## src/rtl/morse_pkg.sv

```systemverilog
// morse_pkg: Morse pattern/length constants shared with the transmitter, plus receiver state encoding
package morse_pkg;
  localparam int MAX_ELEMS = 5;
  localparam int LEN_W = 3;
  localparam logic ELEM_DOT = 1'b0;
  localparam logic ELEM_DASH = 1'b1;
  typedef enum logic [1:0] {IDLE, MARK, SPACE, WAIT_WORD} rx_state_e;
endpackage

```

## src/rtl/key_sync_edge.sv

```systemverilog
// key_sync_edge: 2-flop synchronizer for the raw keying line with single-cycle rise/fall strobes
module key_sync_edge (
  input  logic clk,
  input  logic rst_n,
  input  logic key,
  output logic key_s,
  output logic rise,
  output logic fall
);
  logic meta, key_d;
  // Chain resets high so a key held through reset is not seen as a fresh rise
  always_ff @(posedge clk or negedge rst_n)
    if (!rst_n) {meta, key_s, key_d} <= '1;
    else {meta, key_s, key_d} <= {key, meta, key_s};
  assign rise = key_s & ~key_d;
  assign fall = ~key_s & key_d;
endmodule

```

## src/rtl/signal_to_morse.sv

```systemverilog
// signal_to_morse: times marks/spaces on a keying line and assembles one Morse character
module signal_to_morse
  import morse_pkg::*;
#(
  parameter int UNIT_CYCLES    = 5_000_000,
  parameter int GLITCH_CYCLES  = 1_000,
  parameter int DASH_MIN_UNITS = 2,
  parameter int CHAR_GAP_UNITS = 2,
  parameter int WORD_GAP_UNITS = 6
) (
  input  logic                 i_Clock,
  input  logic                 i_Rst_n,
  input  logic                 i_Key,
  output logic [MAX_ELEMS-1:0] o_Morse_Pattern,
  output logic [LEN_W-1:0]     o_Morse_Length,
  output logic                 o_Valid,
  output logic                 o_Error,
  output logic                 o_Word_Gap,
  output logic                 o_Busy
);
  localparam int CNT_MAX = WORD_GAP_UNITS * UNIT_CYCLES;
  localparam int CW = $clog2(CNT_MAX + 1);
  localparam logic [CW-1:0] SAT = CW'(CNT_MAX);
  localparam logic [CW-1:0] CHAR_LAST = CW'(CHAR_GAP_UNITS * UNIT_CYCLES - 1);
  localparam logic [CW-1:0] WORD_LAST = CW'(CNT_MAX - 1);
  localparam logic [CW-1:0] DASH_MIN = CW'(DASH_MIN_UNITS * UNIT_CYCLES);
  localparam logic [CW-1:0] GLITCH = CW'(GLITCH_CYCLES);
  rx_state_e state, state_nxt;
  logic key_s, rise, fall, emit, word, err, err_nxt;
  logic [CW-1:0] cnt, cnt_nxt, dur, spc, spc_nxt;
  logic [MAX_ELEMS-1:0] sr, sr_nxt;
  logic [LEN_W-1:0] len, len_nxt;
  key_sync_edge u_sync (.clk(i_Clock), .rst_n(i_Rst_n), .key(i_Key), .key_s(key_s), .rise(rise), .fall(fall));
  // dur is the length of the current mark/space including this cycle
  assign dur = (cnt == SAT) ? cnt : cnt + 1'b1;
  always_comb begin
    state_nxt = state;
    cnt_nxt = dur;
    spc_nxt = spc;
    sr_nxt = sr;
    len_nxt = len;
    err_nxt = err;
    emit = 1'b0;
    word = 1'b0;
    case (state)
      IDLE: if (rise) begin
        state_nxt = MARK;
        cnt_nxt = '0;
      end
      MARK: if (fall) begin
        if (dur < GLITCH) begin
          state_nxt = (len != '0) ? SPACE : IDLE;
          cnt_nxt = spc;
        end else begin
          state_nxt = SPACE;
          cnt_nxt = '0;
          if (len == LEN_W'(MAX_ELEMS)) err_nxt = 1'b1;
          else begin
            sr_nxt[len] = (dur >= DASH_MIN) ? ELEM_DASH : ELEM_DOT;
            len_nxt = len + 1'b1;
          end
        end
      end
      SPACE: begin
        if (cnt == CHAR_LAST) begin
          emit = 1'b1;
          sr_nxt = '0;
          len_nxt = '0;
          err_nxt = 1'b0;
          state_nxt = WAIT_WORD;
        end
        // SPACE is only entered with the key low, so a high level here is the rise
        if (key_s) begin
          state_nxt = MARK;
          cnt_nxt = '0;
          spc_nxt = cnt;
        end
      end
      WAIT_WORD: if (rise) begin
        state_nxt = MARK;
        cnt_nxt = '0;
      end else if (cnt == WORD_LAST) begin
        word = 1'b1;
        state_nxt = IDLE;
      end
      default: state_nxt = IDLE;
    endcase
  end
  always_ff @(posedge i_Clock or negedge i_Rst_n)
    if (!i_Rst_n) state <= IDLE;
    else state <= state_nxt;
  always_ff @(posedge i_Clock or negedge i_Rst_n)
    if (!i_Rst_n) begin
      cnt <= '0;
      spc <= '0;
      sr <= '0;
      len <= '0;
      err <= 1'b0;
      o_Morse_Pattern <= '0;
      o_Morse_Length <= '0;
      o_Error <= 1'b0;
      o_Valid <= 1'b0;
      o_Word_Gap <= 1'b0;
    end else begin
      cnt <= cnt_nxt;
      spc <= spc_nxt;
      sr <= sr_nxt;
      len <= len_nxt;
      err <= err_nxt;
      o_Valid <= emit;
      o_Word_Gap <= word;
      if (emit) begin
        o_Morse_Pattern <= sr;
        o_Morse_Length <= len;
        o_Error <= err;
      end
    end
  assign o_Busy = (state == MARK) | (state == SPACE);
endmodule

```

## config.mk

```make
export PLATFORM = sky130hd
export DESIGN_NAME = signal_to_morse
export DESIGN_NICKNAME = d
export VERILOG_FILES = /design/src/rtl/morse_pkg.sv /design/src/rtl/key_sync_edge.sv /design/src/rtl/signal_to_morse.sv
export SDC_FILE = /design/constraint.sdc
export NUM_CORES = 1
export LEC_CHECK = 0
export CAP_MARGIN = 25
export CORE_MARGIN = 3
export CORE_UTILIZATION = 43
export CTS_CLUSTER_SIZE = 10
export DETAILED_ROUTE_END_ITERATION = 12
export PLACE_DENSITY_LB_ADDON = 0.2
export SLEW_MARGIN = 20
export SYNTH_ARGS = -nofsm -noshare
export SYNTH_HDL_FRONTEND = slang
export SYNTH_SLANG_ARGS = --single-unit
```

## constraint.sdc

```tcl
create_clock -name i_Clock -period 4.04 [get_ports i_Clock]
set_input_delay 0.606 -clock i_Clock [delete_from_list [all_inputs] [get_ports i_Clock]]
set_output_delay 0.606 -clock i_Clock [all_outputs]
set_load 0.005 [all_outputs]
```

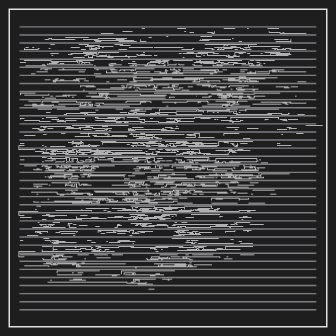
(metal 1)
Supply wires on this layer in grey.
main direction: horizontal
longest straight run: 40.5 µm
wire length reported by the detailed router: 9790 µm
M1 GR Usage: 26.8%
total via count in the routed design: 3390

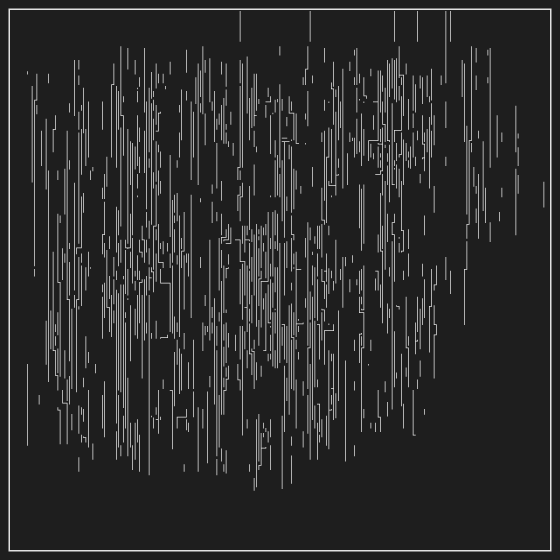
(metal 2)
wire length on this layer: 4530 µm
longest straight run: 41.5 µm
nets with wire on the layer: 370
share of all routed wire: 46%

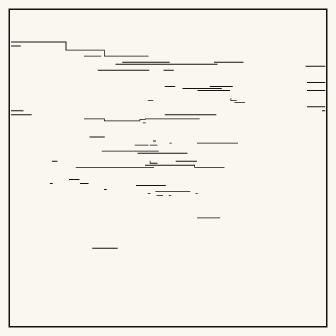
(the metal 3 layer)
longest straight run: 34.0 µm
main direction: horizontal
share of all routed wire: 4.6%
nets with wire on the layer: 38
met3 layer usage reported by global route: 3.95%

==> results.txt <==
Reports from this run.

- Per the post-route antenna check, the number of violating nets is 0.
- The die height reads 106 µm.
- Ranked by instance count, the synthesized netlist is headed by 72 x sky130_fd_sc_hd__dfrtp_1, 60 x sky130_fd_sc_hd__nand2_1, 34 x sky130_fd_sc_hd__o21ai_0, 23 x sky130_fd_sc_hd__nor2_1.
- The largest fanout of any net on the critical path reads 7.
- The final weighted congestion in routability-driven placement reads 0.861.
- The share of synthesized registers carrying an async set or reset is 100%.
- The buffers inserted during post-CTS setup optimization reads 0.
- The number of storage elements in the synthesis netlist reads 75.
- The final timing report lists clock skew as around 0.012 ns.
- The worst setup path is launched from a flip-flop.
- The start of the worst register-to-register path reads cnt[1].
- According to the report, the first pass of detailed routing completed in 4 iterations.
- The chip area line of the yosys report reads 4330 µm².
- The prevailing post-synth register cell is sky130_fd_sc_hd__dfrtp_1.
- The number of antenna violations at the first check in global routing reads 0.
- The flow ran to the end, and the final reports show no timing, DRC or antenna violations.
- The clock tree root driver cell reads sky130_fd_sc_hd__clkbuf_8.
- The sum of net half-perimeters after detailed placement reads about 7000 µm.
- The number of pins exceeding their max-slew limit in the final report is 0.
- The tightest hold margin is 0.344 ns.
- The uppermost signal routing layer after detailed routing is met4.
- Multiplexer cells account for under 10% of the synthesized area.
- The worst setup slack for register-to-register paths is approximately 0.76 ns.
- Of the synthesized area, sequential elements account for 43.5%.
- The total negative slack for setup checks is 0 ns.
- The number of buffers inserted by hold repair at cts reads 0.
- The synthesized netlist net count is 469.
- The summed instance area of the synthesized netlist reads 4330 µm².
- The count of input and output buffers is 14.
- In this run the count of I/O pins placed on the die edge is 15.
- The nature of the critical path endpoint reads a flip-flop.
- The maximum number of pins on one net before global-route repair reads ~76.
- The number of buffers added by the clock tree synthesis step is 9.
- The first global-routing pass estimated around 17000 µm of wire.
- The destination of the worst hold path reads u_sync.key_s.
- The final net count reads 468.
- The CTS tree is built.
- The count of final setup violators is 0.
- The startpoint-to-endpoint class of the critical path reads reg2reg.
- In this run, the synthesized area fraction spent on xor and xnor cells is recorded as between 4 and 5%.
- The main kind of combinational logic by area reads simple AND/OR/NAND/NOR gates.
- The endpoint of the worst-slack reg-to-reg timing path is sr[1].
- Setup repair after global routing left no endpoint under its margin.
- The placeable core region reads 9500 µm².
- The number of antenna repair diodes reads 0.
- The starting DRC count in detailed routing is 190.
- Summing over the stages, the warning tally comes to 33.
- The routed wirelength normalized by instance count reads 16.6 µm.
- The instance tally after logic synthesis reads 456.
- The residual DRC count is 0.
- The placement row count is 35.
- In the detailed route, the total length drawn on met3 is 445 µm.
- The relative slew slack reads between 30% and 40%.
- Per the final layout report, the fraction of cells sized above drive strength 1 comes to 12.6%.
- The type recorded for the worst min-delay path is reg2reg.
- The remaining global-route overflow reads 0.
- The layout overhead on the synthesized area is 8.68%.
- The post-synthesis cell type count reads approximately 66.
- The number of instances resized during post-cts repair reads 0.
- The final timing summary puts the cycle share of the worst path at 81.2%.
- Overall routing resource usage recorded by global route was 18.4%.
- The run reported a max-capacitance violation count of 0.
- The mean instance size in the synthesized netlist reads ~9.5 µm².
- The number of cells in the yosys synthesis report is 456.
- The transition time at the pin with the least slew margin is 0.950 ns.
- The count of synthesis-stage warnings from yosys reads 0.
- The number of flops mapped to enable cells by yosys is 0.
- The initial cell density of the core reads 45.5%.
- The arrival time reported for the critical path endpoint reads between 3 and 4 ns.
- After detailed routing, the number of vias per cell comes to 5.76.
- After detailed routing, the met2 layer carries between 4000 and 5000 µm of wire.
- Looking at area per cell type in the netlist, the leader is sky130_fd_sc_hd__dfrtp_1.
- The analysis reports a worst IR drop on VDD of 0.259 mV.
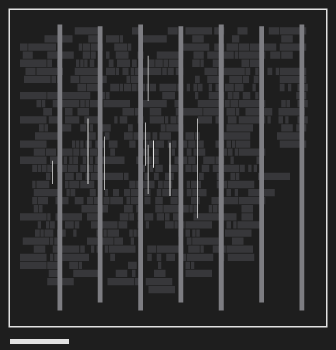
(the metal 4 layer)
The bar under the picture is 20 µm long. Supply wires on this layer in grey. Cells faint in the background.
wire length on this layer: 152 µm
share of all routed wire: 1.6%
main direction: vertical

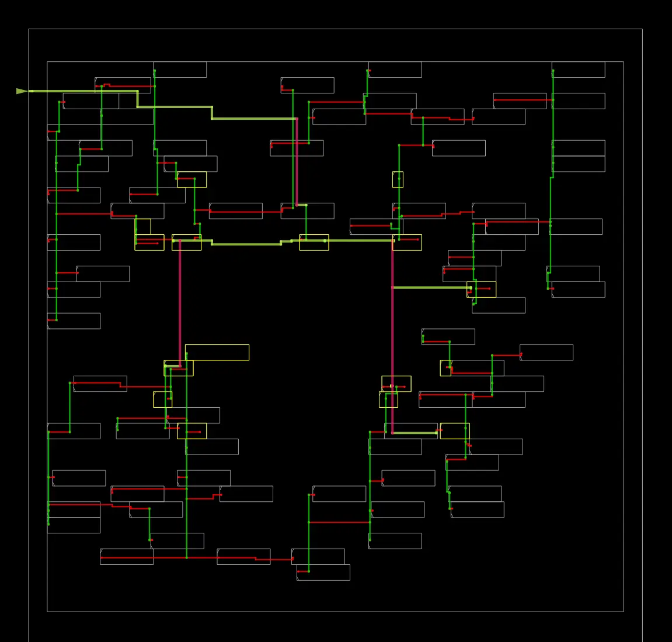
(clock routing)
sequential cell count of the final layout: 75
worst-skew pair later-pin latency: 0.35 ns
TritonCTS Sinks: 75
reported clock group power: 585 µW

## metrics by stage
stage,instances,power (mW),worst slack (ns),utilization (%),area (µm²)
finish,589,1.69,0.760,49.5,4700
global route,589,1.78,0.490,49.5,4700
CTS,589,1.70,0.779,49.5,4700
detailed placement,573,1.11,0.797,47.3,4500
global placement,573,1.11,0.812,47.3,4500
floorplan,456,1.02,1.18,-,4330
## power by group
group | total [mW] | internal (mW) | leakage (nW) | switching, mW
logic | 0.286 | 0.0951 | 0.780 | 0.191
registers | 0.814 | 0.773 | 1.03 | 0.0412
clock network | 0.585 | 0.302 | 0.102 | 0.283
total | 1.69 | 1.17 | 1.91 | 0.515
## critical path, stage by stage, from the launching register on
cell and delay, ns:
sky130_fd_sc_hd__dfrtp_1 0.46, sky130_fd_sc_hd__ha_1 0.29, sky130_fd_sc_hd__and3_1 0.39, sky130_fd_sc_hd__nand4_2 0.24, sky130_fd_sc_hd__or4_1 0.50, sky130_fd_sc_hd__a211oi_1 0.39, sky130_fd_sc_hd__nand3_1 0.16, sky130_fd_sc_hd__nand3_1 0.15
sky130_fd_sc_hd__nor4b_2 0.43, sky130_fd_sc_hd__a32o_1 0.19
## state kept, by name, indices dropped and copies added, names as in the netlist
signal / flops
o_Valid: 1
o_Morse_Pattern: 5
u_sync.meta: 1
err: 1
spc: 25
u_sync.key_s: 1
u_sync.key_d: 1
state: 2
o_Morse_Length: 3
sr: 5
cnt: 25
len: 3
o_Error: 1
o_Word_Gap: 1
## per-layer routing
layer	vias to the layer above	global-route usage, %
met2	82	27.5
met4	0	5.37
met1	1656	26.8
met5	-	0
li1	1632	-
met3	20	3.95
## cell usage in the layout, fill, tap and decap left out, types with 4 or more instances in the layout
cell / count
sky130_fd_sc_hd__dfrtp_1: 72
sky130_fd_sc_hd__nand2_1: 60
sky130_fd_sc_hd__o21ai_0: 33
sky130_fd_sc_hd__nor2_1: 23
sky130_fd_sc_hd__inv_1: 21
sky130_fd_sc_hd__mux2_2: 21
sky130_fd_sc_hd__nand3_1: 16
sky130_fd_sc_hd__o21ai_1: 14
sky130_fd_sc_hd__xnor2_1: 14
sky130_fd_sc_hd__nand4_1: 13
sky130_fd_sc_hd__nor3_1: 13
sky130_fd_sc_hd__clkdlybuf4s50_1: 13
sky130_fd_sc_hd__xor2_1: 10
sky130_fd_sc_hd__ha_1: 10
sky130_fd_sc_hd__clkbuf_8: 10
sky130_fd_sc_hd__or4_1: 9
sky130_fd_sc_hd__nor4_1: 8
sky130_fd_sc_hd__a21oi_1: 6
sky130_fd_sc_hd__a32o_1: 5
sky130_fd_sc_hd__a21o_1: 5
sky130_fd_sc_hd__nand2b_1: 4
sky130_fd_sc_hd__or4_4: 4
sky130_fd_sc_hd__or3_1: 4
sky130_fd_sc_hd__and3_1: 4
sky130_fd_sc_hd__buf_4: 4
## area by class of cell
| type | count | area, µm² |
|---|---|---|
| multi-input cells | 331 | 2220 |
| inverters | 21 | 78.8 |
| repair buffers | 17 | 160 |
| clock buffers | 10 | 138 |
| flip-flops and latches | 75 | 1880 |
| fillers | 891 | 4800 |
| well taps | 129 | 161 |
| clock inverters | 6 | 65.1 |
No activity file was given, so power comes from the tool's default toggle rates.
